Design alu_muldiv_seq, sky130hd; sources not shown.
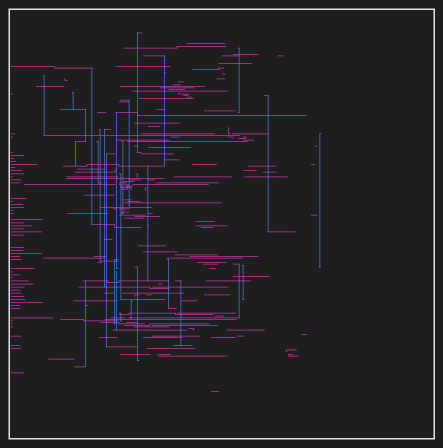
Fig. 1. Wiring by layer.
Two of the layers only.
| layer | color | wire length |
|---|---|---|
| M4 | blue | 1,100 um |
| M3 | magenta | 2,630 um |
WL/cell: 21.94 um
Tot GR Track Use: 0.2301
Vias: 10,850
final WL: 41,540 um

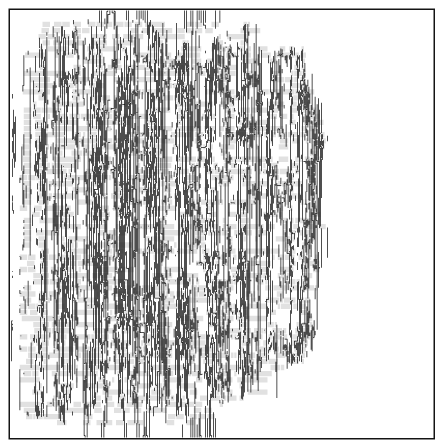
Fig. 2. The metal 2 layer.
nets with wire on the layer: 1,286
wire length on this layer: 19,200 um
share of all routed wire: 46%
main direction: vertical
longest straight run: 83.3 um
GRT met2 Usage: 0.3794

==> run summary <==
Compound-Gate Fraction of Synth Area: 0.2355
worst min-delay path class: reg -> reg
clk root buf: clkbuf_16
gr ovfl total: 0
met1 Track Usage GR: 0.3127
pins over their slew limit: 0
#FFs+latches synth: 141
CP Cell Sequence: inv_1 > ha_1 > fa_1 > nand2b_1 > a21oi_1 > o21ai_1 > o211a_2 > o31ai_4 > buf_4 > buf_4 > mux2i_1 > a21oi_1 > o21ai_0 > nand2_1
CP peak stage delay: 0.57 ns
clock skew: 0.01095 ns
wl on met1: 18,560 um
comb_multi_in: 1,040
CTS max path bufs: 2
status: complete, no violations
Final HPWL DP: 32,940 um
clock network area share: 0.04574
routed wl met2: 19,240 um
Post-Syn Area per Cell: 8.459 um^2
largest fanout on the critical path: 10
max-cap violations: 0
post_cts resized: 0
Chip Area: 35,720 um^2
critical path capture point type: register
Area Growth Syn to Fin: 19.88%
diode count: 0
yosys cell count: 1,319
CTS tree: yes
## layout by cell type (no fill, tap or decap), drive strengths merged, types with 56 or more instances in the layout
master	n
nand2	158
o21ai	135
clkdlybuf4s50	102
mux2i	113
nor2	76
dfrtp	141
inv	56
clkbuf	84
ha	66
a21oi	107
## through the flow
stage                     hold slack (ns)  cell area (um^2)  cells
final                              0.4701             13380   1893
after detailed placement           0.4652             12760   1864
after global routing               0.5087             13380   1893
after CTS                          0.4784             13380   1893
after floorplan                    0.4628             11160   1319
after global placement             0.4575             12730   1863
## cell usage after synthesis (all sizes together) (4+ instances only)
cell type  instances  area share
nand2            158       0.053
dfrtp            141        0.32
o21ai            135       0.061
mux2i            113        0.10
a21oi            107       0.049
nor2              76       0.026
ha                66       0.074
clkbuf            62       0.021
inv               56       0.019
and2              39       0.022
nand3             32       0.015
xnor2             25       0.020
o221ai            24       0.019
nor3              22      0.0099
xor2              22       0.017
a21o              21       0.014
buf               17      0.0089
a211oi            16       0.013
o211ai            15       0.011
a31oi             13      0.0078
nand2b            13      0.0073
nor4              13      0.0073
mux2              10       0.010
a22o               9      0.0071
nand4              9      0.0050
o21a               9      0.0061
o311ai             9      0.0077
o21bai             8      0.0054
or3                8      0.0045
o31ai              7      0.0059
a221o              5      0.0045
and3               5      0.0028
mux4               5       0.010
a31o               4      0.0031
and4               4      0.0031
o2111ai            4      0.0031
## worst reg2reg max path: cells and delay by family, from the launching register on
family                     cells  cell delay (ns)
muxes                          1             0.35
AOI/OAI and AO/OA              6             1.71
adders and majority gates      2             0.69
and+or+nand+nor                2             0.28
buffers and inverters          3             0.71
DFF                            1             0.38
